<file path="config.mk">
export PLATFORM = sky130hd
export DESIGN_NAME = alu_gate_issue_flat
export DESIGN_NICKNAME = d
export VERILOG_FILES = /design/src/rtl/alu_gate_issue_if.sv /design/src/rtl/alu_gate_issue.sv /design/src/flat_wrapper.sv
export SDC_FILE = /design/constraint.sdc
export NUM_CORES = 1
export LEC_CHECK = 0
export ABC_AREA = 1
export ABC_CLOCK_PERIOD_IN_PS = 1450
export CAP_MARGIN = 40
export CORE_ASPECT_RATIO = 0.9
export CORE_MARGIN = 4
export CORE_UTILIZATION = 37
export CTS_BUF_LIST = sky130_fd_sc_hd__clkbuf_4
export DETAILED_ROUTE_END_ITERATION = 10
export MAX_ROUTING_LAYER = met4
export PLACE_DENSITY = 0.78
export SYNTH_ARGS = -nofsm -noshare
export SYNTH_HDL_FRONTEND = slang
export SYNTH_SLANG_ARGS = --single-unit
</file>
<file path="constraint.sdc">
create_clock -name clk_i -period 1.45 [get_ports clk_i]
set_clock_uncertainty 0.15 [all_clocks]
set_input_delay 0.2175 -clock clk_i [delete_from_list [all_inputs] [get_ports clk_i]]
set_output_delay 0.2175 -clock clk_i [all_outputs]
set_load 0.005 [all_outputs]
</file>
<file path="src/rtl/alu_gate_issue_if.sv">
// Instruction, register-file and gate-unit signals of the logic-gate ALU issue sequencer.
// master = sequencer side, slave = environment (decoder, register file, gate unit).
interface alu_gate_issue_if #(
  parameter int DATA_WIDTH = 32,
  parameter int ADDR_WIDTH = 5,
  parameter int FUNC_WIDTH = 2
);
  logic                  instr_valid_i;
  logic                  instr_ready_o;
  logic [FUNC_WIDTH-1:0] instr_func_i;
  logic [ADDR_WIDTH-1:0] instr_rd_i;
  logic [ADDR_WIDTH-1:0] instr_rs1_i;
  logic [ADDR_WIDTH-1:0] instr_rs2_i;
  logic [ADDR_WIDTH-1:0] rf_rs1_addr_o;
  logic [ADDR_WIDTH-1:0] rf_rs2_addr_o;
  logic [DATA_WIDTH-1:0] rf_rs1_data_i;
  logic [DATA_WIDTH-1:0] rf_rs2_data_i;
  logic [DATA_WIDTH-1:0] alu_rs1_data_o;
  logic [DATA_WIDTH-1:0] alu_rs2_data_o;
  logic [FUNC_WIDTH-1:0] alu_func_o;
  logic [DATA_WIDTH-1:0] alu_rd_data_i;
  logic                  rf_we_o;
  logic [ADDR_WIDTH-1:0] rf_wr_addr_o;
  logic [DATA_WIDTH-1:0] rf_wr_data_o;
  logic                  done_o;

  modport master (
    input  instr_valid_i, instr_func_i, instr_rd_i, instr_rs1_i, instr_rs2_i,
    input  rf_rs1_data_i, rf_rs2_data_i, alu_rd_data_i,
    output instr_ready_o, rf_rs1_addr_o, rf_rs2_addr_o,
    output alu_rs1_data_o, alu_rs2_data_o, alu_func_o,
    output rf_we_o, rf_wr_addr_o, rf_wr_data_o, done_o
  );

  modport slave (
    output instr_valid_i, instr_func_i, instr_rd_i, instr_rs1_i, instr_rs2_i,
    output rf_rs1_data_i, rf_rs2_data_i, alu_rd_data_i,
    input  instr_ready_o, rf_rs1_addr_o, rf_rs2_addr_o,
    input  alu_rs1_data_o, alu_rs2_data_o, alu_func_o,
    input  rf_we_o, rf_wr_addr_o, rf_wr_data_o, done_o
  );
endinterface

</file>
<file path="src/rtl/alu_gate_issue.sv">
// Gate-ALU issue sequencer IDLE->READ->EXEC->WB: write-back 3 cycles after accept, ready low while busy (1 instr / 4 cycles).
// ALU_GATE_ISSUE_ZERO_REG_EN: register 0 is hard-wired zero, so rd==0 retires without a write.
module alu_gate_issue #(
  parameter int DATA_WIDTH = 32,
  parameter int ADDR_WIDTH = 5,
  parameter int FUNC_WIDTH = 2
) (
  input logic            clk_i,
  input logic            rst_i,
  alu_gate_issue_if.master bus
);

  localparam logic [FUNC_WIDTH-1:0] FUNC_NOT = FUNC_WIDTH'(3);

  typedef enum logic [1:0] {
    IDLE = 2'd0,
    READ = 2'd1,
    EXEC = 2'd2,
    WB   = 2'd3
  } state_e;

  state_e                state_q, state_d;
  logic [FUNC_WIDTH-1:0] func_q, func_d;
  logic [ADDR_WIDTH-1:0] rd_q, rd_d;
  logic [ADDR_WIDTH-1:0] rs1_q, rs1_d;
  logic [ADDR_WIDTH-1:0] rs2_q, rs2_d;
  logic [DATA_WIDTH-1:0] op1_q, op1_d;
  logic [DATA_WIDTH-1:0] op2_q, op2_d;
  logic [ADDR_WIDTH-1:0] wr_addr_q, wr_addr_d;
  logic [DATA_WIDTH-1:0] wr_data_q, wr_data_d;
  logic                  wb_fire;

  always_ff @(posedge clk_i) begin
    if (rst_i) begin
      state_q <= IDLE;
    end else begin
      state_q <= state_d;
    end
  end

  always_comb begin
    state_d = state_q;
    case (state_q)
      IDLE:    if (bus.instr_valid_i) state_d = READ;
      READ:    state_d = EXEC;
      EXEC:    state_d = WB;
      WB:      state_d = IDLE;
      default: state_d = IDLE;
    endcase
  end

  // Reset gates the strobes so an abort in WB never writes or signals completion.
  assign wb_fire = (state_q == WB) && !rst_i;

  always_comb begin
    bus.instr_ready_o = (state_q == IDLE);
    bus.done_o        = wb_fire;
`ifdef ALU_GATE_ISSUE_ZERO_REG_EN
    bus.rf_we_o       = wb_fire && (wr_addr_q != '0);
`else
    bus.rf_we_o       = wb_fire;
`endif
  end

  always_comb begin
    func_d    = func_q;
    rd_d      = rd_q;
    rs1_d     = rs1_q;
    rs2_d     = rs2_q;
    op1_d     = op1_q;
    op2_d     = op2_q;
    wr_addr_d = wr_addr_q;
    wr_data_d = wr_data_q;
    case (state_q)
      IDLE: begin
        if (bus.instr_valid_i) begin
          func_d = bus.instr_func_i;
          rd_d   = bus.instr_rd_i;
          rs1_d  = bus.instr_rs1_i;
          rs2_d  = bus.instr_rs2_i;
        end
      end
      READ: begin
        op1_d = bus.rf_rs1_data_i;
        // NOT is unary; the second operand is forced to zero for the gate unit.
        op2_d = (func_q == FUNC_NOT) ? '0 : bus.rf_rs2_data_i;
      end
      EXEC: begin
        wr_addr_d = rd_q;
        wr_data_d = bus.alu_rd_data_i;
      end
      default: ;
    endcase
  end

  always_ff @(posedge clk_i) begin
    if (rst_i) begin
      func_q    <= '0;
      rd_q      <= '0;
      rs1_q     <= '0;
      rs2_q     <= '0;
      op1_q     <= '0;
      op2_q     <= '0;
      wr_addr_q <= '0;
      wr_data_q <= '0;
    end else begin
      func_q    <= func_d;
      rd_q      <= rd_d;
      rs1_q     <= rs1_d;
      rs2_q     <= rs2_d;
      op1_q     <= op1_d;
      op2_q     <= op2_d;
      wr_addr_q <= wr_addr_d;
      wr_data_q <= wr_data_d;
    end
  end

  assign bus.rf_rs1_addr_o  = rs1_q;
  assign bus.rf_rs2_addr_o  = rs2_q;
  assign bus.alu_rs1_data_o = op1_q;
  assign bus.alu_rs2_data_o = op2_q;
  assign bus.alu_func_o     = func_q;
  assign bus.rf_wr_addr_o   = wr_addr_q;
  assign bus.rf_wr_data_o   = wr_data_q;

endmodule

</file>
<file path="src/flat_wrapper.sv">
// flat-port wrapper written by rule: the top's interface ports become plain ports
module alu_gate_issue_flat 
#(
  parameter int DATA_WIDTH = 32,
  parameter int ADDR_WIDTH = 5,
  parameter int FUNC_WIDTH = 2
)
  (clk_i, rst_i, bus_instr_valid_i, bus_instr_func_i, bus_instr_rd_i, bus_instr_rs1_i, bus_instr_rs2_i, bus_rf_rs1_data_i, bus_rf_rs2_data_i, bus_alu_rd_data_i, bus_instr_ready_o, bus_rf_rs1_addr_o, bus_rf_rs2_addr_o, bus_alu_rs1_data_o, bus_alu_rs2_data_o, bus_alu_func_o, bus_rf_we_o, bus_rf_wr_addr_o, bus_rf_wr_data_o, bus_done_o);
  alu_gate_issue_if #(.DATA_WIDTH(DATA_WIDTH), .ADDR_WIDTH(ADDR_WIDTH), .FUNC_WIDTH(FUNC_WIDTH)) bus_i ();
  input logic clk_i;
  input logic rst_i;
  input wire logic [$bits(bus_i.instr_valid_i)-1:0] bus_instr_valid_i;
  input wire logic [$bits(bus_i.instr_func_i)-1:0] bus_instr_func_i;
  input wire logic [$bits(bus_i.instr_rd_i)-1:0] bus_instr_rd_i;
  input wire logic [$bits(bus_i.instr_rs1_i)-1:0] bus_instr_rs1_i;
  input wire logic [$bits(bus_i.instr_rs2_i)-1:0] bus_instr_rs2_i;
  input wire logic [$bits(bus_i.rf_rs1_data_i)-1:0] bus_rf_rs1_data_i;
  input wire logic [$bits(bus_i.rf_rs2_data_i)-1:0] bus_rf_rs2_data_i;
  input wire logic [$bits(bus_i.alu_rd_data_i)-1:0] bus_alu_rd_data_i;
  output wire logic [$bits(bus_i.instr_ready_o)-1:0] bus_instr_ready_o;
  output wire logic [$bits(bus_i.rf_rs1_addr_o)-1:0] bus_rf_rs1_addr_o;
  output wire logic [$bits(bus_i.rf_rs2_addr_o)-1:0] bus_rf_rs2_addr_o;
  output wire logic [$bits(bus_i.alu_rs1_data_o)-1:0] bus_alu_rs1_data_o;
  output wire logic [$bits(bus_i.alu_rs2_data_o)-1:0] bus_alu_rs2_data_o;
  output wire logic [$bits(bus_i.alu_func_o)-1:0] bus_alu_func_o;
  output wire logic [$bits(bus_i.rf_we_o)-1:0] bus_rf_we_o;
  output wire logic [$bits(bus_i.rf_wr_addr_o)-1:0] bus_rf_wr_addr_o;
  output wire logic [$bits(bus_i.rf_wr_data_o)-1:0] bus_rf_wr_data_o;
  output wire logic [$bits(bus_i.done_o)-1:0] bus_done_o;
  assign bus_i.instr_valid_i = bus_instr_valid_i;
  assign bus_i.instr_func_i = bus_instr_func_i;
  assign bus_i.instr_rd_i = bus_instr_rd_i;
  assign bus_i.instr_rs1_i = bus_instr_rs1_i;
  assign bus_i.instr_rs2_i = bus_instr_rs2_i;
  assign bus_i.rf_rs1_data_i = bus_rf_rs1_data_i;
  assign bus_i.rf_rs2_data_i = bus_rf_rs2_data_i;
  assign bus_i.alu_rd_data_i = bus_alu_rd_data_i;
  assign bus_instr_ready_o = bus_i.instr_ready_o;
  assign bus_rf_rs1_addr_o = bus_i.rf_rs1_addr_o;
  assign bus_rf_rs2_addr_o = bus_i.rf_rs2_addr_o;
  assign bus_alu_rs1_data_o = bus_i.alu_rs1_data_o;
  assign bus_alu_rs2_data_o = bus_i.alu_rs2_data_o;
  assign bus_alu_func_o = bus_i.alu_func_o;
  assign bus_rf_we_o = bus_i.rf_we_o;
  assign bus_rf_wr_addr_o = bus_i.rf_wr_addr_o;
  assign bus_rf_wr_data_o = bus_i.rf_wr_data_o;
  assign bus_done_o = bus_i.done_o;
  alu_gate_issue #(.DATA_WIDTH(DATA_WIDTH), .ADDR_WIDTH(ADDR_WIDTH), .FUNC_WIDTH(FUNC_WIDTH)) u_core (.clk_i(clk_i), .rst_i(rst_i), .bus(bus_i));
endmodule
</file>
**Run 1: clock wiring as the flow saved it**

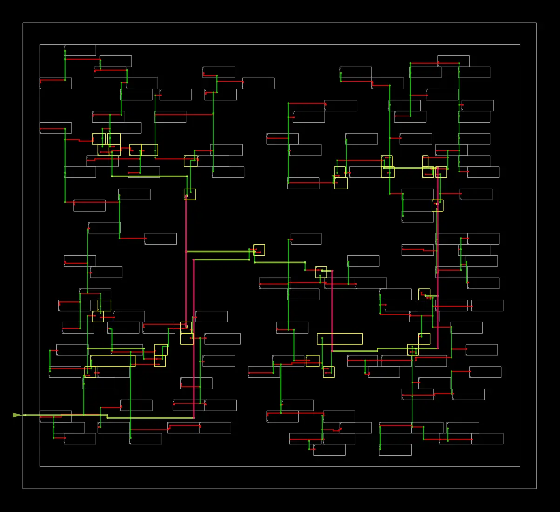
number of buffers created by CTS: 17
insertion delay of the later-clocked pin in the worst-skew pair: 0.52 ns
sequential cell count: 120

**Run 1: metal layers overlaid**

Drawn at 2 px/µm.
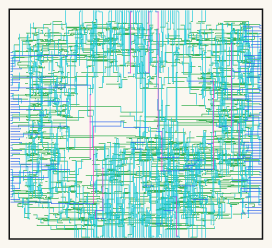
cyan -> met2  # wire length 8890 µm
blue -> met3  # wire length 1050 µm
magenta -> met4  # wire length 357 µm
green -> met1  # wire length 7380 µm

==> impl_metrics.py, run 1 <==
# Auto-generated metrics
metrics = {
    "setup_path": {
        "timing.critical_path.required_ns": 1.08,
        "critical_path.reg2reg.startpoint": "u_core.state_q[0]",
        "crit_path_end": "bus_instr_ready_o",
        "cell_type_with_the_highest_occurrence_count_on_the_critical_path": "sky130_fd_sc_hd__buf_6",
        "worst_setup_path_startpoint": "u_core.state_q[0]",
        "critical-path-top-delay-family": "flip-flops",
        "setup.worst_path.end_class": "primary output",
        "critPathBufInv": 3,
        "timing_worst_setup_path_type": "flop to primary output",
        "timing.rr.end": "u_core.bus.alu_rs1_data_o[20]",
        "reg2regPathDepth": 8,
        "critical_path.cell_chain": "buf_6 -> inv_8 -> ha_4 -> buf_6",
        "arrival_ns": 1.29,
        "worst-path-max-fanout": 3,
        "critical_path_cell_count": 4,
        "critPathMaxStageDelay_ns": 0.37,
    },
    "timing": {
        "holdWs_ns": 0.0903,
        "timing.final.hold_violations": 0,
        "timing.final.ws_setup_ns": -0.211,
        "final-setup-viol-count": 122,
        "grt_setup_unrepaired": "true",
        "final.setup.tns_ns": -13.61,
        "fin_crit_ns": 1.66,
        "timing.max_slew.rel_slack_pct": 52.9,
        "timing_max_transition_violations_final": 0,
        "timing.final.crit_share_pct": 115,
    },
    "yosys": {
        "ys_cells": 636,
        "post_synth_num_cell_types": 17,
        "synth-xor-area-share_pct": 0,
        "yosysTopAreaCellShare_pct": 51.9,
        "synth-edff-count": 0,
        "synth_nets": 757,
        "synth_seq_share_pct": 51.9,
        "yosysTopAreaCell": "sky130_fd_sc_hd__dfxtp_1",
        "post_synth_inst_count": 636,
        "ys_ff": 120,
        "synthTopCellsByArea": "sky130_fd_sc_hd__dfxtp_1 (52%), sky130_fd_sc_hd__nor2_1 (17%), sky130_fd_sc_hd__nand2_1 (9.3%)",
        "fa_ha_area_share_pct": 1.35,
        "synth.yosys.warnings": 0,
        "syn_area_per_cell_um2": 7.28,
        "synthAoiAreaFrac_pct": 9.51,
        "dominantRegCellSynth": "sky130_fd_sc_hd__dfxtp_1",
        "yosys-mux-area-fraction_pct": 0,
        "syn-cell-area_um2": 4630,
        "ys_sh_simple_pct": 28.1,
        "top_cell": "sky130_fd_sc_hd__nor2_1",
        "ys_async_sr_fraction_pct": 0,
    },
    "drt": {
        "m1WireLength_um": 7380,
        "drt-pass1-iter-count": 4,
        "drt_wl_total_um": 17700,
        "met3WireLength_um": 1050,
        "highest-signal-layer": "met4",
        "vias_per_cell": 4.79,
        "routed-wl-met2_um": 8890,
        "avgRoutedWirePerCell_um": 16.3,
        "final_antenna_net_count": 0,
        "drtIter0Drc": 208,
    },
    "power": {
        "leakage_power_figure_nw": 4.07,
        "power.switching_fraction_pct": 39.3,
        "powerDensity_nw_per_um2": 2090,
        "top_power_group": "combinational cells",
        "seq_power_share_pct": 31.0,
        "vdd.ir_drop.worst_mv": 1.44,
        "clock_power_share_pct": 13.6,
        "power.combinational.total_mw": 10.1,
        "sequential_group_power_mw": 5.63,
        "p_int_mw": 11.0,
        "post-layout-total-power_mw": 18.2,
        "power.switching_mw": 7.15,
        "share_comb_of_total_power_pct": 55.5,
        "pwr.group.clock_mw": 2.47,
    },
    "job": {
        "maxCapViolations": 0,
        "stage_log_warnings": 32,
    },
    "final_layout": {
        "layout.area.top_class": "non-clock buffers",
        "proportion_of_final_cell_area_spent_on_non_clock_buffers_pct": 31.8,
        "layout.core_utilization_pct": 71.6,
        "non_clock_inverter_count": 40,
        "layout.cells.non_filler": 1082,
        "n_fill_cell": 918,
        "buffers": 295,
        "final_design_area_no_fill_um2": 8710,
        "layout.clock.cell_area_share_pct": 3.40,
        "mostFrequentLayoutCells": "sky130_fd_sc_hd__clkdlybuf4s50_1 (114), sky130_fd_sc_hd__buf_2 (114), sky130_fd_sc_hd__dfxtp_2 (114)",
        "area_growth_syn_to_fin_pct": 88.2,
        "insertedDiodeCount": 0,
        "sh_seq_area_pct": 29.3,
        "num-multi-input-gates": 435,
        "ff_latch_area_um2": 2550,
        "proportion_of_cell_area_occupied_by_multi_input_gates_pct": 31.2,
        "final_net_count": 1030,
        "mi_comb_area_um2": 2720,
    },
    "cts": {
        "cts_repair_resize_count": 700,
        "cts_max_path_buffers": 2,
        "cts-htree-levels": 4,
        "tritoncts": "done",
        "ctsRootBufferMaster": "sky130_fd_sc_hd__clkbuf_4",
        "clkSlewWorstSetupHoldPaths_ns": 0.12,
        "cts_hold_buf": 1,
    },
    "floorplan": {
        "io-pin-count": 232,
        "dieWidth_um": 126,
        "floorplan.die_area_um2": 14400,
        "floorplanUtilization_pct": 38.0,
        "die-height_um": 114,
        "std_cell_rows": 38,
    },
    "hold_path": {
        "worstHoldStart": "bus_instr_rs2_i[4]",
        "hold_end": "u_core.bus.rf_rs2_addr_o[4]",
        "worstHoldPathCells": 3,
        "worst_hold_path_type": "primary input to flop",
    },
    "global_routing": {
        "first_global_vias": 4889,
        "globalRouteTotalUtil_pct": 22.2,
        "grt-ovfl-total": 0,
        "grt_antenna_before_repair": 0,
        "grt_first_pass_wirelength_um": 24800,
    },
    "placed_design": {
        "place_congestion": 0.777,
        "dpl-instance-area_um2": 7140,
        "detailed_place_hpwl_um": 9760,
        "pre_cts_slack_ns": -0.136,
        "numPortBuffers": 231,
    },
    "status": {
        "outcome": "finished, violations left",
        "failed_checks": "setup timing",
    },
}
**Run 1: pin map**

Drawn at 3 px/µm. Pins as bars across the die edge, other pins in gray.
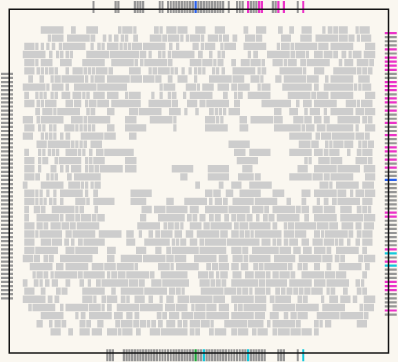
magenta -> bus_alu_rs1_data_o  # pins 32, direction output, edge 26 right, 6 top
blue -> bus_instr_func_i  # pins 2, direction input, edge 1 top, 1 right
cyan -> bus_rf_rs1_addr_o  # pins 5, direction output, edge 3 bottom, 2 right
green -> bus_rf_we_o  # pins 1, direction output, edge bottom
all pins by edge = 70 right, 60 bottom, 56 left, 46 top

**Run 1: placed cells, one color a class**

Drawn at 2 px/µm.
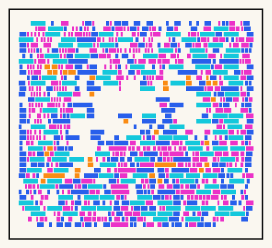
blue -> other buffers and delay cells  # cells 295
cyan -> flip-flops  # cells 120
magenta -> all other logic  # cells 475
orange -> clock drivers and dummy loads  # cells 32

==> inputs of run 2 (changes only) <==
Settings changed: CORE_ASPECT_RATIO 0.9 to 0.5, TNS_END_PERCENT set to 50.
**Run 2: placed cells, one color a class**

Drawn at 2 px/µm.
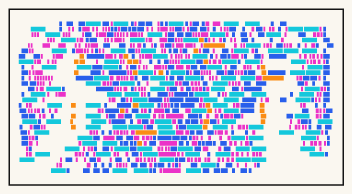
cyan -> flip-flops  # cells 120
magenta -> all other logic  # cells 473
orange -> clock drivers and dummy loads  # cells 32
blue -> other buffers and delay cells  # cells 280

**Run 2: pin map**

Drawn at 3 px/µm. Pins as bars across the die edge, other pins in gray.
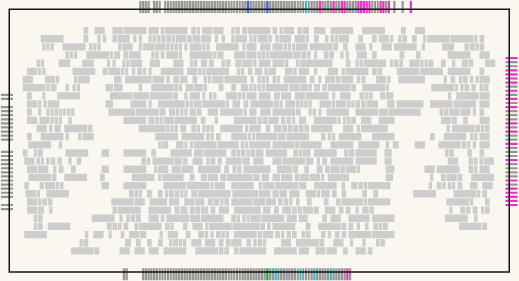
blue -> bus_instr_func_i  # pins 2, direction input, edge top
cyan -> bus_rf_rs1_addr_o  # pins 5, direction output, edge 4 bottom, 1 top
green -> bus_rf_we_o  # pins 1, direction output, edge bottom
magenta -> bus_alu_rs1_data_o  # pins 32, direction output, edge 18 right, 13 top, 1 bottom

==> run 2 against run 1 <==
  * Area after synthesis stayed put
  * Non-clock buffer count is 15 lower
  * Power is 12% lower
  * Wire length is 4.9% lower
  * Die area is 0.74% higher
  * Sequential share of layout area is 3.3 points higher
  * Clock-buffer cell count is 1 higher
  * Largest power group unchanged
  * Utilization is 6.5 points lower
  * The run still ends with setup timing left
  * Worst setup slack worse by 0.0031 ns
  * Design area is 10% lower
  * Critical path type unchanged
  * Sequential cell count stayed put
  * Sequential power is 2% lower
==> impl_metrics.py, run 2 <==
# Auto-generated metrics
metrics = {
    "power": {
        "top_power_group": "combinational cells",
        "clock_power_share_pct": 16.5,
        "pwr.group.clock_mw": 2.65,
        "powerDensity_nw_per_um2": 2050,
        "sequential_group_power_mw": 5.54,
        "leakage_power_figure_nw": 3.81,
        "share_comb_of_total_power_pct": 48.9,
        "power.switching_fraction_pct": 38.1,
        "p_int_mw": 9.93,
        "power.combinational.total_mw": 7.84,
        "vdd.ir_drop.worst_mv": 0.726,
        "post-layout-total-power_mw": 16.0,
        "power.switching_mw": 6.10,
        "seq_power_share_pct": 34.5,
    },
    "setup_path": {
        "critPathMaxStageDelay_ns": 0.38,
        "arrival_ns": 1.30,
        "cell_type_with_the_highest_occurrence_count_on_the_critical_path": "sky130_fd_sc_hd__buf_6",
        "worst-path-max-fanout": 2,
        "reg2regPathDepth": 9,
        "critical-path-top-delay-family": "flip-flops",
        "timing.rr.end": "u_core.bus.alu_rs2_data_o[2]",
        "critical_path.cell_chain": "buf_6 -> inv_4 -> ha_4 -> buf_6",
        "critPathBufInv": 3,
        "critical_path.reg2reg.startpoint": "u_core.state_q[0]",
        "setup.worst_path.end_class": "primary output",
        "worst_setup_path_startpoint": "u_core.state_q[0]",
        "r2r_slack_ns": -0.18,
        "timing.critical_path.required_ns": 1.08,
        "critical-path-slowest-cell": "sky130_fd_sc_hd__dfxtp_4",
        "timing_worst_setup_path_type": "flop to primary output",
        "crit_path_end": "bus_instr_ready_o",
        "critical_path_cell_count": 4,
    },
    "yosys": {
        "ys_cells": 636,
        "synthTopCellsByCount": "sky130_fd_sc_hd__nor2_1 (206), sky130_fd_sc_hd__dfxtp_1 (120), sky130_fd_sc_hd__nand2_1 (115), sky130_fd_sc_hd__o21ai_0 (52), sky130_fd_sc_hd__inv_1 (38)",
        "ys_sh_simple_pct": 28.1,
        "yosysTopAreaCellShare_pct": 51.9,
        "yosys.stat.chipArea_um2": 4630,
        "fa_ha_area_share_pct": 1.35,
        "top_cell": "sky130_fd_sc_hd__nor2_1",
        "synthAoiAreaFrac_pct": 9.51,
        "synth_nets": 757,
        "dominantRegCellSynth": "sky130_fd_sc_hd__dfxtp_1",
        "ys_top_logic_family": "simple AND/OR/NAND/NOR gates",
        "ys_async_sr_fraction_pct": 0,
        "synth-xor-area-share_pct": 0,
        "synth_seq_share_pct": 51.9,
        "syn-cell-area_um2": 4630,
        "synth.yosys.warnings": 0,
        "post_synth_inst_count": 636,
        "post_synth_num_cell_types": 17,
        "ys_ff": 120,
        "syn_area_per_cell_um2": 7.28,
        "synth-edff-count": 0,
        "yosysTopAreaCell": "sky130_fd_sc_hd__dfxtp_1",
        "yosys-mux-area-fraction_pct": 0,
        "synthTopCellsByArea": "sky130_fd_sc_hd__dfxtp_1 (52%), sky130_fd_sc_hd__nor2_1 (17%), sky130_fd_sc_hd__nand2_1 (9.3%)",
    },
    "drt": {
        "drc": 0,
        "met3WireLength_um": 767,
        "routed-wl-met2_um": 8460,
        "m1WireLength_um": 6910,
        "drt-pass1-iter-count": 7,
        "drt_wl_total_um": 16800,
        "final_antenna_net_count": 0,
        "highest-signal-layer": "met4",
        "vias_per_cell": 4.73,
        "avgRoutedWirePerCell_um": 15.7,
        "drtIter0Drc": 341,
    },
    "timing": {
        "tightestPinTransition_ns": 0.332,
        "timing.max_slew.rel_slack_pct": 77.9,
        "fin_crit_ns": 1.66,
        "holdWs_ns": 0.0839,
        "timing.final.hold_violations": 0,
        "timing_max_transition_violations_final": 0,
        "final-setup-viol-count": 122,
        "grt_setup_unrepaired": "true",
        "timing.final.crit_share_pct": 115,
        "final.setup.tns_ns": -10.15,
        "timing.final.ws_setup_ns": -0.214,
    },
    "placed_design": {
        "pre_cts_slack_ns": -0.121,
        "dpl-instance-area_um2": 7150,
        "numPortBuffers": 231,
        "place_congestion": 0.792,
        "detailed_place_hpwl_um": 10200,
    },
    "final_layout": {
        "n_fill_cell": 978,
        "num-multi-input-gates": 433,
        "buffers": 280,
        "layout.cells.non_filler": 1072,
        "mi_comb_area_um2": 2140,
        "insertedDiodeCount": 2,
        "proportion_of_cell_area_occupied_by_multi_input_gates_pct": 27.3,
        "final_design_area_no_fill_um2": 7830,
        "layout.clock.cell_area_share_pct": 3.98,
        "mostFrequentLayoutCells": "sky130_fd_sc_hd__nor2_1 (158), sky130_fd_sc_hd__clkdlybuf4s50_1 (114), sky130_fd_sc_hd__dfxtp_2 (113)",
        "sequential_cell_total": 120,
        "mostFrequentLayoutCell": "sky130_fd_sc_hd__nor2_1",
        "proportion_of_final_cell_area_spent_on_non_clock_buffers_pct": 31.3,
        "clock_buffer_count": 18,
        "area_growth_syn_to_fin_pct": 69.1,
        "layout.core_utilization_pct": 65.1,
        "ff_latch_area_um2": 2550,
        "drive_gt1_share_pct": 42.4,
        "final_net_count": 1013,
        "sh_seq_area_pct": 32.6,
        "non_clock_inverter_count": 40,
        "layout.area.top_class": "registers",
    },
    "global_routing": {
        "grt_first_pass_wirelength_um": 23200,
        "first_global_vias": 4693,
        "grt-ovfl-total": 0,
        "grt_util_met1_pct": 22.2,
        "grt_start_max_net_pins": 52,
        "globalRouteTotalUtil_pct": 20.4,
        "grt_antenna_before_repair": 2,
        "globalRoute.busiestLayer": "met2",
    },
    "floorplan": {
        "placeableCoreArea_um2": 12000,
        "io-pin-count": 232,
        "std_cell_rows": 28,
        "floorplanUtilization_pct": 38.5,
        "dieWidth_um": 166,
        "nWellTaps": 165,
        "die-height_um": 87.1,
        "floorplan.die_area_um2": 14500,
    },
    "cts": {
        "cts_hold_buf": 1,
        "clkSlewWorstSetupHoldPaths_ns": 0.12,
        "ctsRootBufferMaster": "sky130_fd_sc_hd__clkbuf_4",
        "cts-htree-levels": 4,
        "tritoncts": "done",
        "worst_skew_pair.late_latency_ns": 0.53,
        "cts_max_path_buffers": 2,
        "cts_repair_resize_count": 577,
        "clock-sinks": 120,
        "cts-buffers-inserted": 17,
    },
    "hold_path": {
        "hold_end": "u_core.bus.rf_rs1_addr_o[0]",
        "worstHoldStart": "bus_instr_rs1_i[0]",
        "worstHoldPathCells": 3,
        "worst_hold_path_type": "primary input to flop",
    },
    "status": {
        "outcome": "finished, violations left",
        "failed_checks": "setup timing",
    },
    "job": {
        "stage_log_warnings": 32,
        "maxCapViolations": 0,
    },
}
Power figures rest on the tool's default switching activity, not on a simulated workload.
